**Run 1: metal layers overlaid**

Scale: 2 px per µm.
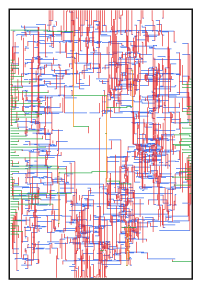
**Run 1: where the registers sit**

Scale: 2 px per µm.
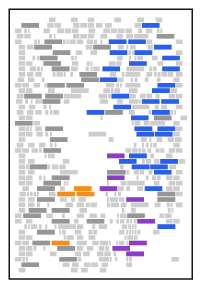
**Run 1: M3 wires**

Scale: 2 px per µm. Cells faint in the background.
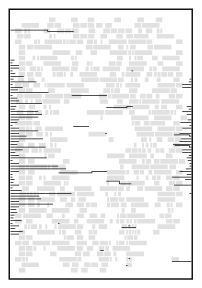
==> src/rtl/mem_wb_writeback.sv <==
// ---------------------------------------------------------------------------
// mem_wb_writeback
//
// MEM->WB pipeline register and register-file write-back driver.
//
// The block accepts retiring instructions from the MEM stage. An instruction
// that is not a load produces its write-back strobe one cycle after it is
// accepted. A load holds the stage in WAIT_LOAD until its memory data
// arrives, the load is flushed, or the wait times out. While the load is
// pending, its destination register is exported so that the ID-stage hazard
// logic can stall.
//
// Handshake (valid/ready):
//   An instruction transfers on a rising edge where valid_MEM && ready_MEM
//   && !flush. ready_MEM depends only on registered state and never on
//   valid_MEM. A transfer presented together with flush is dropped.
//
// Ports:
//   clk                  in   1       clock; all state changes on the rising edge
//   reset                in   1       asynchronous, active-low reset
//   valid_MEM            in   1       MEM stage presents an instruction
//   ready_MEM            out  1       stage can accept (high only in IDLE)
//   flush                in   1       squash the accepted or pending instruction
//   regwBoolean_MEM      in   1       instruction writes a register
//   MemrBoolean_MEM      in   1       instruction is a load
//   regselectordest_MEM  in   REG_AW  destination register
//   ALUResult_MEM        in   DATA_W  result of a non-load instruction
//   ReadData_MEM         in   DATA_W  data-memory read data
//   rdata_valid          in   1       ReadData_MEM is valid this cycle
//   regwBoolean_WB       out  1       register-file write strobe, one-cycle pulse
//   regselectordest_WB   out  REG_AW  write destination (holds between strobes)
//   FinalResult_WB       out  DATA_W  write data (holds between strobes)
//   pcwrite_WB           out  1       strobe whose destination is R15 (the PC)
//   busy_WB              out  1       a load is pending (the FSM is in WAIT_LOAD)
//   pend_dest_WB         out  REG_AW  destination of the pending load, 0 when idle
//   err_WB               out  1       one-cycle pulse when a load times out
//   retired_WB           out  32      number of strobes issued; wraps to 0
// ---------------------------------------------------------------------------
module mem_wb_writeback #(
    parameter int DATA_W       = 32,
    parameter int REG_AW       = 4,
    parameter int LOAD_TIMEOUT = 15   // legal range 1..255
) (
    input  logic              clk,
    input  logic              reset,
    input  logic              valid_MEM,
    output logic              ready_MEM,
    input  logic              flush,
    input  logic              regwBoolean_MEM,
    input  logic              MemrBoolean_MEM,
    input  logic [REG_AW-1:0] regselectordest_MEM,
    input  logic [DATA_W-1:0] ALUResult_MEM,
    input  logic [DATA_W-1:0] ReadData_MEM,
    input  logic              rdata_valid,
    output logic              regwBoolean_WB,
    output logic [REG_AW-1:0] regselectordest_WB,
    output logic [DATA_W-1:0] FinalResult_WB,
    output logic              pcwrite_WB,
    output logic              busy_WB,
    output logic [REG_AW-1:0] pend_dest_WB,
    output logic              err_WB,
    output logic [31:0]       retired_WB
);

    localparam int                CNT_W       = 8;
    localparam logic [CNT_W-1:0]  TIMEOUT_CNT = CNT_W'(LOAD_TIMEOUT);
    localparam logic [REG_AW-1:0] PC_REG      = REG_AW'(15);

    // The FSM has two states. busy_WB is a direct decode of the state
    // register, so it also serves as the state debug output.
    typedef enum logic [0:0] {
        S_IDLE      = 1'b0,
        S_WAIT_LOAD = 1'b1
    } state_t;

    state_t              state_q,     state_d;
    logic [CNT_W-1:0]    cnt_q,       cnt_d;
    logic [REG_AW-1:0]   pend_dest_q, pend_dest_d;
    logic                pend_regw_q, pend_regw_d;
    logic                regw_q,      regw_d;
    logic [REG_AW-1:0]   dest_q,      dest_d;
    logic [DATA_W-1:0]   result_q,    result_d;
    logic                pcw_q,       pcw_d;
    logic                err_q,       err_d;
    logic [31:0]         retired_q,   retired_d;

    logic                accept;
    logic [CNT_W-1:0]    cnt_inc;

    // A flushed transfer never reaches the FSM.
    assign accept  = valid_MEM && (state_q == S_IDLE) && !flush;
    assign cnt_inc = cnt_q + {{(CNT_W-1){1'b0}}, 1'b1};

    // -----------------------------------------------------------------------
    // Next-state logic
    // -----------------------------------------------------------------------
    always_comb begin
        state_d     = state_q;
        cnt_d       = cnt_q;
        pend_dest_d = pend_dest_q;
        pend_regw_d = pend_regw_q;
        // The strobe and the error are pulses and default low every cycle.
        // The destination and data registers hold until the next strobe.
        regw_d      = 1'b0;
        dest_d      = dest_q;
        result_d    = result_q;
        err_d       = 1'b0;

        unique case (state_q)
            S_IDLE: begin
                // rdata_valid has no effect in IDLE.
                if (accept) begin
                    if (MemrBoolean_MEM) begin
                        state_d     = S_WAIT_LOAD;
                        pend_dest_d = regselectordest_MEM;
                        pend_regw_d = regwBoolean_MEM;
                        cnt_d       = '0;
                    end else if (regwBoolean_MEM) begin
                        regw_d   = 1'b1;
                        dest_d   = regselectordest_MEM;
                        result_d = ALUResult_MEM;
                    end
                end
            end

            S_WAIT_LOAD: begin
                cnt_d = cnt_inc;
                if (flush) begin
                    // Flush wins over data that arrives in the same cycle.
                    state_d = S_IDLE;
                end else if (rdata_valid) begin
                    state_d = S_IDLE;
                    // A load without a register write consumes its data silently.
                    if (pend_regw_q) begin
                        regw_d   = 1'b1;
                        dest_d   = pend_dest_q;
                        result_d = ReadData_MEM;
                    end
                end else if (cnt_inc == TIMEOUT_CNT) begin
                    // LOAD_TIMEOUT cycles have passed in WAIT_LOAD with no data.
                    state_d = S_IDLE;
                    err_d   = 1'b1;
                end
            end

            default: begin
                state_d = S_IDLE;
            end
        endcase
    end

    // pcwrite and the retire count follow the strobe being registered, so
    // both change in the same cycle that regwBoolean_WB goes high.
    always_comb begin
        pcw_d     = regw_d && (dest_d == PC_REG);
        retired_d = retired_q + {31'b0, regw_d};
    end

    // -----------------------------------------------------------------------
    // State and output registers
    // -----------------------------------------------------------------------
    always_ff @(posedge clk or negedge reset) begin
        if (!reset) begin
            state_q     <= S_IDLE;
            cnt_q       <= '0;
            pend_dest_q <= '0;
            pend_regw_q <= 1'b0;
            regw_q      <= 1'b0;
            dest_q      <= '0;
            result_q    <= '0;
            pcw_q       <= 1'b0;
            err_q       <= 1'b0;
            retired_q   <= '0;
        end else begin
            state_q     <= state_d;
            cnt_q       <= cnt_d;
            pend_dest_q <= pend_dest_d;
            pend_regw_q <= pend_regw_d;
            regw_q      <= regw_d;
            dest_q      <= dest_d;
            result_q    <= result_d;
            pcw_q       <= pcw_d;
            err_q       <= err_d;
            retired_q   <= retired_d;
        end
    end

    // -----------------------------------------------------------------------
    // Outputs
    // -----------------------------------------------------------------------
    assign ready_MEM          = (state_q == S_IDLE);
    assign busy_WB            = (state_q == S_WAIT_LOAD);
    // Report 0 when no load is pending, so the ID stage compares against R0 only.
    assign pend_dest_WB       = busy_WB ? pend_dest_q : '0;
    assign regwBoolean_WB     = regw_q;
    assign regselectordest_WB = dest_q;
    assign FinalResult_WB     = result_q;
    assign pcwrite_WB         = pcw_q;
    assign err_WB             = err_q;
    assign retired_WB         = retired_q;

endmodule
==> config.mk <==
export PLATFORM = sky130hd
export DESIGN_NAME = mem_wb_writeback
export DESIGN_NICKNAME = d
export VERILOG_FILES = /design/src/rtl/mem_wb_writeback.sv
export SDC_FILE = /design/constraint.sdc
export NUM_CORES = 1
export LEC_CHECK = 0
export CORE_ASPECT_RATIO = 1.5
export CORE_MARGIN = 2
export CORE_UTILIZATION = 35
export DETAILED_ROUTE_END_ITERATION = 8
export HOLD_SLACK_MARGIN = 0.03
export PLACE_DENSITY_LB_ADDON = 0.2
export SLEW_MARGIN = 40
export SYNTH_ARGS = -nofsm -noshare
export SYNTH_HDL_FRONTEND = slang
export SYNTH_SLANG_ARGS = --single-unit
==> constraint.sdc <==
create_clock -name clk -period 4.33 [get_ports clk]
set_input_delay 0.866 -clock clk [delete_from_list [all_inputs] [get_ports clk]]
set_output_delay 0.866 -clock clk [all_outputs]
set_load 0.05 [all_outputs]
==> flow_summary.json, run 1 <==
{
  "top_cells_by_count": "dfrtp_1 (85), nand2_1 (50), o21ai_0 (38)",
  "gr-total-overflow": 0,
  "setup_tns_ps": 0,
  "gr-max-usage-layer": "met2",
  "num-nonclk-buffers": 154,
  "synth_area_mm2": 0.003954,
  "synthDistinctLibCells": 36,
  "clk_path_buf_depth": 2,
  "syn_inst": 354,
  "rrSetupSlack_ps": 1300,
  "dieArea_mm2": 0.01218,
  "power.density_mw_per_mm2": 450.9,
  "finalPower_mw": 2.652,
  "crit_start": "flush",
  "fin_hold_ws_ps": 467.4,
  "cts_resized": 0,
  "r2r_end": "retired_WB[16]",
  "yosys_warnings": 0,
  "fp_util_pct": 35.76,
  "first_global_vias": 3265,
  "slowest_stage": "nor3b_2",
  "cts_root_buffer": "clkbuf_16",
  "synth-adder-area-share_pct": 1.582,
  "cp_common_cell": "ha_1",
  "ys_cells": 354,
  "fp_nets": 434,
  "worstHoldStart": "retired_WB[31]",
  "synth-main-ff-cell": "dfrtp_1",
  "maxCapViolations": 0,
  "path_clk_slew_ps": 60,
  "power.leakage_nw": 2.509,
  "dominant_cells": "registers",
  "num_tap_cells": 147,
  "h-tree-depth": 3,
  "drcViolationCount": 0,
  "grt_pass1_wl_um": 16090,
  "lay_top_cells": "clkdlybuf4s50_1 (150), dfrtp_1 (84), nand2_1 (50), o21ai_0 (38), mux2i_1 (32)",
  "buf_share_pct": 26.11,
  "core_area_mm2": 0.01106,
  "inv_count": 10,
  "fin_crit_ps": 3412,
  "skew_ps": 6.883,
  "place_congestion": 0.8082,
  "min_to": "retired_WB[31]",
  "synth_area_leader_cell": "dfrtp_1",
  "edf_count": 0,
  "drt_iter0_markers": 73,
  "cp_max_fo": 10,
  "grt_max_degree": 66,
  "ys_ff": 85,
  "dieWidth_um": 90.78,
  "stdcell_count": 657,
  "comb_share_pct": 29.21,
  "preCtsSetupSlack_ps": 513.8,
  "fillers": 1022,
  "max_stage_delay_ps": 550,
  "worstSetupEndpointType": "flop",
  "crit_family": "simple AND/OR/NAND/NOR gates",
  "rows": 47,
  "placed_cells": 641,
  "post-route-cell-area_mm2": 0.005881,
  "path_cells": "clkdlybuf4s50_1 > nor4b_2 > a22oi_2 > inv_1 > ha_1 > ha_1 > and4_1 > nor3b_2 > nand4_1 > xnor2_1",
  "area_delta_synth_final_pct": 48.73,
  "worst_setup_path_start_kind": "input pin",
  "status": "complete, no violations",
  "viasPerCell": 4.836,
  "xor_share_pct": 7.975,
  "placed_area_mm2": 0.005599,
  "finalSetupViolCount": 0,
  "syn_area_per_cell_um2": 11.17,
  "final_antenna_net_count": 0,
  "period_used_pct": 78.80,
  "die.size.y_um": 134.2,
  "cts_setup_buffers": 0,
  "topCombFamilyByArea": "simple AND/OR/NAND/NOR gates",
  "cp_data_required_time_ps": 4540,
  "crit_type": "input pin to flop",
  "use_met1_pct": 17.27,
  "fmax_mhz": 293.1,
  "io_buffer_count": 151,
  "firstDrtPassIters": 4,
  "hold_path_class": "flop to flop",
  "yosysSeqAreaShare_pct": 53.80,
  "ys_sh_simple_pct": 16.14,
  "rsz0062_at_grt": "no",
  "hold_buffers": 0,
  "max_slew_margin_pct": 57.69,
  "slew_violations": 0
}
About 'metal layers overlaid':
red -> M2  # wire length 5,330 µm
blue -> M1  # wire length 3,680 µm
orange -> M4  # wire length 169 µm
green -> M3  # wire length 679 µm
wire length per cell: 15.00 µm
final WL: 9852 µm
DR vias: 3,177
total track usage: 16.62%

About 'where the registers sit':
blue -> `retired_WB`  # sequential cells 32
orange -> `pend_dest_q`  # sequential cells 4
purple -> `cnt_q`  # sequential cells 8
not colored = 41
Seq power: 1.02 mW
flop share of the area: 36.19%
Reg area: 0.002128 mm²
post-layout util: 53.19%

About 'M3 wires':
nets with wire on the layer = 103
longest straight run = 30.1 µm
routing usage on met3: 5.000%

## run 1: routing by layer
layer,routed length [µm],up-vias
met3,678,15
li1,-,1538
met2,5326,113
met5,0,-
met1,3678,1511
met4,168,0
## run 1: report_power, final
group	internal, mW	total, mW	switching (mW)
registers	0.925	1.02	0.0974
clock network	0.402	0.707	0.305
logic	0.335	0.922	0.587
total	1.66	2.65	0.990
## run 1: state kept, by name, summed over array words and instances (netlist names)
name	cells
err_WB	1
retired_WB	32
pend_dest_q	4
pend_regw_q	1
regselectordest_WB	4
busy_WB	1
FinalResult_WB	32
regwBoolean_WB	1
cnt_q	8
pcwrite_WB	1
## Run 2: what changed since run 1
==> constraint.sdc (replaced) <==
create_clock -name clk -period 2.85 [get_ports clk]
set_input_delay 0.57 -clock clk [delete_from_list [all_inputs] [get_ports clk]]
set_output_delay 0.57 -clock clk [all_outputs]
set_load 0.05 [all_outputs]
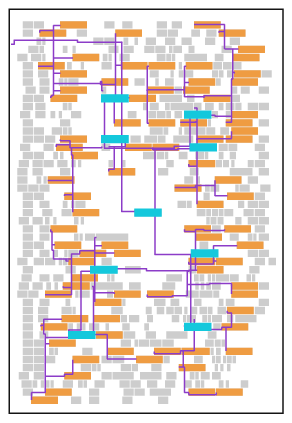
**Above:** run 2 (routed clock nets over the placement).
Scale: 3 px per µm.
orange -> flip-flops  # count 85
purple -> clock wires  # length 1,080 µm
cyan -> clock-net drivers  # count 9
routed clock nets = 10
flops lie = widely spread
Layout Skew: 7.796 ps
Late-Pin Clk Latency: 330 ps
clock share of power: 29.7%

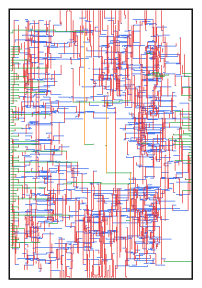
**Above:** run 2 (metal layers overlaid).
Scale: 2 px per µm.
blue -> M1  # wire length 3,810 µm
green -> M3  # wire length 755 µm
red -> M2  # wire length 5,130 µm
orange -> M4  # wire length 116 µm
DR vias: 3,197
final WL: 9806 µm
total track usage: 16.64%

==> flow_summary.json, run 2 <==
{
  "status": "complete, no violations",
  "worst_setup_path_start_kind": "input pin",
  "post-route-cell-area_mm2": 0.006078,
  "hold_path_class": "input pin to asynchronous set/reset pin",
  "crit_buf_inv": 3,
  "placed_area_mm2": 0.005756,
  "yosys.area_share.aoi_pct": 7.152,
  "place_congestion": 0.8152,
  "area_leaders": "dfrtp_1 (54%), mux2i_1 (8.1%), xnor2_1 (6.4%)",
  "yosys_warnings": 0,
  "firstDrtPassIters": 4,
  "flops": 85,
  "flop_area_mm2": 0.002128,
  "fp_util_pct": 35.76,
  "synth-adder-area-share_pct": 1.582,
  "nClkBuffers": 9,
  "clock-sinks": 85,
  "comb_power_share_pct": 33.7,
  "dieArea_mm2": 0.01218,
  "fin_crit_ps": 2612,
  "period_used_pct": 91.65,
  "num-nonclk-buffers": 166,
  "slowest_stage": "clkdlybuf4s50_1",
  "gr-max-usage-layer": "met2",
  "power.density_mw_per_mm2": 695.4,
  "sh_seq_area_pct": 35.01,
  "numCtsBuffers": 9,
  "clk_share_pct": 5.311,
  "first_global_vias": 3257,
  "fin_util_pct": 54.98,
  "r2r_end": "retired_WB[16]",
  "cts_root_buffer": "clkbuf_16",
  "p_clk_mw": 1.25,
  "synth-main-ff-cell": "dfrtp_1",
  "use_met2_pct": 29.44,
  "most_common_cell": "dfrtp_1",
  "synth_area_leader_cell": "dfrtp_1",
  "fp_nets": 434,
  "tightest_slew_ps": 674.6,
  "fillers": 1023,
  "seq_power_share_pct": 36.6,
  "comb_area_mm2": 0.001724,
  "path_cells": "clkdlybuf4s50_1 > nor4b_2 > a22oi_2 > inv_1 > ha_1 > ha_1 > and4_1 > nor3b_4 > buf_12 > nand4_1 > xnor2_1",
  "top_cells_by_count": "dfrtp_1 (85), nand2_1 (50), o21ai_0 (38)",
  "cts_setup_buffers": 0,
  "grtUsageMet3_pct": 5.393,
  "lay_top_cells": "clkdlybuf4s50_1 (144), dfrtp_1 (84), nand2_1 (50), o21ai_0 (38), mux2i_1 (32)",
  "top_cell_area_share_pct": 53.80,
  "die.size.y_um": 134.2,
  "dpl.hpwl_um": 7496,
  "yosysChipArea_mm2": 0.003954,
  "warnings": 28,
  "antenna_found_initial": 0,
  "worst-path-stages": 11,
  "final_nets": 597,
  "final-hold-violation-count": 0,
  "ys_cells": 354,
  "placed_cells": 653,
  "rrSetupSlack_ps": 510,
  "ys_sh_simple_pct": 16.14,
  "fin_hold_ws_ps": 185.4,
  "peakVddDrop_uv": 324.3,
  "rsz0062_at_grt": "no",
  "max_slew_margin_pct": 55.02,
  "inv_count": 10,
  "topRoutingLayerUsed": "met4",
  "rows": 47,
  "wl_per_cell_um": 14.66,
  "wl_met2_um": 5127,
  "final_antenna_net_count": 0,
  "crit_family": "simple AND/OR/NAND/NOR gates",
  "postSynth.asyncResetShare_pct": 100.0,
  "worstSetupEndpointType": "flop",
  "synth_area_mm2": 0.003954,
  "synthDistinctLibCells": 36,
  "finalPower_mw": 4.227,
  "cts_resized": 0,
  "topCombFamilyByArea": "simple AND/OR/NAND/NOR gates",
  "path_clk_slew_ps": 60,
  "syn_inst": 354,
  "comb_share_pct": 28.37,
  "p_int_mw": 2.702,
  "cts_tree": "built",
  "seq_power_mw": 1.55,
  "power.leakage_nw": 2.636,
  "drt_iter0_markers": 79,
  "num_tap_cells": 147,
  "grt_max_degree": 66,
  "grt_pass1_wl_um": 16010,
  "yosysSeqAreaShare_pct": 53.80,
  "cp_max_fo": 10,
  "drive_above_1_share_pct": 10.54,
  "r2r-start": "busy_WB",
  "crit_type": "input pin to flop",
  "gr-total-overflow": 0,
  "setup_tns_ps": 0,
  "comb_cells": 245,
  "wl_met3_um": 755,
  "lay_top_count": "clkdlybuf4s50_1",
  "power_top_consumer": "sequential cells",
  "finalSetupViolCount": 0,
  "ys_ff": 85,
  "p_comb_mw": 1.42,
  "syn_area_per_cell_um2": 11.17,
  "cp_common_cell": "ha_1",
  "switching_power_mw": 1.525,
  "preCtsSetupSlack_ps": -131.2,
  "xor_share_pct": 7.975,
  "slew_violations": 0,
  "edf_count": 0,
  "diodes": 0,
  "drcViolationCount": 0,
  "ios": 152,
  "use_met1_pct": 18.47,
  "max_stage_delay_ps": 470,
  "fin_ws_ps": 238.0,
  "hold_buffers": 0,
  "area_delta_synth_final_pct": 53.73,
  "maxCapViolations": 0,
  "h-tree-depth": 3,
  "netSwitchingFraction_pct": 36.08,
  "ys_sh_mux_pct": 10.47,
  "viasPerCell": 4.779,
  "dominant_cells": "registers",
  "buf_share_pct": 27.67,
  "dieWidth_um": 90.78,
  "stdcell_count": 669,
  "fmax_mhz": 382.9,
  "clk_path_buf_depth": 2,
  "crit_arrival_ps": 2830,
  "core_area_mm2": 0.01106,
  "io_buffer_count": 151,
  "reg2reg_depth": 10,
  "met1_length_um": 3807,
  "cp_data_required_time_ps": 3060
}
run 2: netlist changes by cell type in the layout (fill, tap and decap cells not counted):
cell / change
buf_12: +6
buf_4: +13
buf_6: -1
bufinv_16: +2
clkbuf_8: -1
clkdlybuf4s50_1: -6
clkinv_2: -2
clkinv_4: -1
inv_6: +2
nor3b_2: -1
nor3b_4: +1
run 2: worst max-delay path by stage:
stage	slack, ps	start	end
5_1_grt	80	flush	retired_WB[16]
3_3_place_gp	-60	flush	retired_WB[26]
3_5_place_dp	-130	flush	retired_WB[16]
6_report	240	flush	retired_WB[16]
4_1_cts	220	flush	retired_WB[16]
2_1_floorplan	50	busy_WB	retired_WB[16]
## Run 3: what changed since run 2
--- a/config.mk
+++ b/config.mk
@@ -5,9 +5,11 @@
 export SDC_FILE = /design/constraint.sdc
 export NUM_CORES = 1
 export LEC_CHECK = 0
+export CAP_MARGIN = 40
 export CORE_ASPECT_RATIO = 1.5
 export CORE_MARGIN = 2
 export CORE_UTILIZATION = 35
+export CTS_CLUSTER_DIAMETER = 60
 export DETAILED_ROUTE_END_ITERATION = 8
 export HOLD_SLACK_MARGIN = 0.03
 export PLACE_DENSITY_LB_ADDON = 0.2
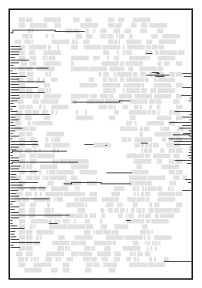
**Above:** run 3 (M3 wires).
Scale: 2 px per µm. Cells faint in the background.
longest straight run = 32.7 µm
nets with wire on the layer = 112
share of all routed wire = 7.7%
routing usage on met3: 5.393%

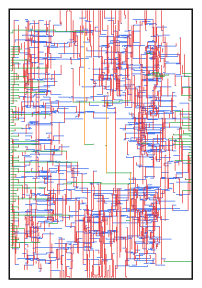
**Above:** run 3 (metal layers overlaid).
Scale: 2 px per µm.
green -> M3  # wire length 755 µm
blue -> M1  # wire length 3,810 µm
red -> M2  # wire length 5,130 µm
orange -> M4  # wire length 116 µm
wire length per cell: 14.66 µm

==> flow_summary.json, run 3 <==
{
  "drcViolationCount": 0,
  "area_leaders": "dfrtp_1 (54%), mux2i_1 (8.1%), xnor2_1 (6.4%)",
  "netSwitchingFraction_pct": 36.08,
  "drt_iter0_markers": 79,
  "grtUsageTotal_pct": 16.64,
  "rsz0062_at_grt": "no",
  "reg2reg_depth": 10,
  "cp_max_fo": 10,
  "max_stage_delay_ps": 470,
  "r2r_end": "retired_WB[16]",
  "cp_common_cell": "ha_1",
  "postSynth.asyncResetShare_pct": 100.0,
  "use_met2_pct": 29.44,
  "max_slew_margin_pct": 55.02,
  "cts_setup_buffers": 0,
  "fp_nets": 434,
  "p_clk_mw": 1.25,
  "grt_max_degree": 66,
  "antenna_found_initial": 0,
  "lay_top_count": "clkdlybuf4s50_1",
  "gr-max-usage-layer": "met2",
  "via_count": 3197,
  "setup_tns_ps": 0,
  "slew_violations": 0,
  "seq_power_mw": 1.55,
  "fin_crit_ps": 2612,
  "seq_power_share_pct": 36.6,
  "top_cell_area_share_pct": 53.80,
  "die.size.y_um": 134.2,
  "p_comb_mw": 1.42,
  "wl_met2_um": 5127,
  "fp_util_pct": 35.76,
  "place_congestion": 0.8152,
  "crit_buf_inv": 3,
  "fin_util_pct": 54.98,
  "ys_cells": 354,
  "core_area_mm2": 0.01106,
  "ios": 152,
  "most_common_cell": "dfrtp_1",
  "yosysChipArea_mm2": 0.003954,
  "finalSetupViolCount": 0,
  "met1_length_um": 3807,
  "tightest_slew_ps": 674.6,
  "switching_power_mw": 1.525,
  "rows": 47,
  "cts_resized": 0,
  "power_top_consumer": "sequential cells",
  "placed_cells": 653,
  "edf_count": 0,
  "synth_area_leader_cell": "dfrtp_1",
  "area_delta_synth_final_pct": 53.73,
  "placed_area_mm2": 0.005756,
  "clkPwrFrac_pct": 29.7,
  "crit_arrival_ps": 2830,
  "cts_tree": "built",
  "worst-path-stages": 11,
  "crit_type": "input pin to flop",
  "status": "complete, no violations",
  "viasPerCell": 4.779,
  "top_cells_by_count": "dfrtp_1 (85), nand2_1 (50), o21ai_0 (38)",
  "dieArea_mm2": 0.01218,
  "fin_ws_ps": 238.0,
  "synth_area_mm2": 0.003954,
  "dieWidth_um": 90.78,
  "first_global_vias": 3257,
  "crit_family": "simple AND/OR/NAND/NOR gates",
  "maxCapViolations": 0,
  "use_met1_pct": 18.47,
  "period_used_pct": 91.65,
  "numCtsBuffers": 9,
  "drive_above_1_share_pct": 10.54,
  "ys_ff": 85,
  "dpl.hpwl_um": 7496,
  "lay_top_cells": "clkdlybuf4s50_1 (144), dfrtp_1 (84), nand2_1 (50), o21ai_0 (38), mux2i_1 (32)",
  "syn_area_per_cell_um2": 11.17,
  "syn_inst": 354,
  "slowest_stage": "clkdlybuf4s50_1",
  "hold_path_class": "input pin to asynchronous set/reset pin",
  "skew_ps": 7.796,
  "crit_start": "flush",
  "post-route-cell-area_mm2": 0.006078,
  "firstDrtPassIters": 4,
  "h-tree-depth": 3,
  "clock-sinks": 85,
  "peakVddDrop_uv": 324.3,
  "rrSetupSlack_ps": 510,
  "topRoutingLayerUsed": "met4",
  "p_int_mw": 2.702,
  "clkLatencyLatePin_ps": 330,
  "grt_pass1_wl_um": 16010,
  "final-hold-violation-count": 0,
  "worst_setup_path_start_kind": "input pin",
  "fmax_mhz": 382.9,
  "wl_met3_um": 755,
  "finalPower_mw": 4.227,
  "synthDistinctLibCells": 36,
  "fin_hold_ws_ps": 185.4,
  "final_nets": 597,
  "stdcell_count": 669,
  "cp_data_required_time_ps": 3060,
  "power.density_mw_per_mm2": 695.4,
  "final_antenna_net_count": 0,
  "path_clk_slew_ps": 60,
  "io_buffer_count": 151,
  "cts_root_buffer": "clkbuf_16",
  "wl_um": 9806,
  "path_cells": "clkdlybuf4s50_1 > nor4b_2 > a22oi_2 > inv_1 > ha_1 > ha_1 > and4_1 > nor3b_4 > buf_12 > nand4_1 > xnor2_1",
  "worstSetupEndpointType": "flop",
  "yosysSeqAreaShare_pct": 53.80,
  "yosys_warnings": 0,
  "synth-main-ff-cell": "dfrtp_1",
  "preCtsSetupSlack_ps": -131.2,
  "warnings": 28,
  "diodes": 0,
  "clk_path_buf_depth": 2,
  "endpoint": "retired_WB[16]",
  "gr-total-overflow": 0,
  "r2r-start": "busy_WB"
}
run 3: final cells by class:
| class | instances | area [µm²] |
|---|---|---|
| Sequential cell | 85 | 2128 |
| Clock inverter | 7 | 97.59 |
| Timing Repair Buffer | 166 | 1682 |
| Tap cell | 147 | 183.9 |
| Fill cell | 1023 | 4977 |
| Clock buffer | 9 | 225.2 |
| Multi-Input combinational cell | 245 | 1724 |
| Inverter | 10 | 37.54 |
run 3: kinds of logic after synthesis:
logic type | count (synthesis) | share of synthesized area (%)
multiplexers | 40 | 10.47
AND-OR/OR-AND | 50 | 7.152
XOR/XNOR | 36 | 7.975
AND/OR/NAND/NOR | 114 | 16.14
adder cells (fa/ha/maj) | 5 | 1.582
buffers and inverters | 24 | 2.880
flip-flops | 85 | 53.80
Power is estimated from default activity; no workload was simulated.
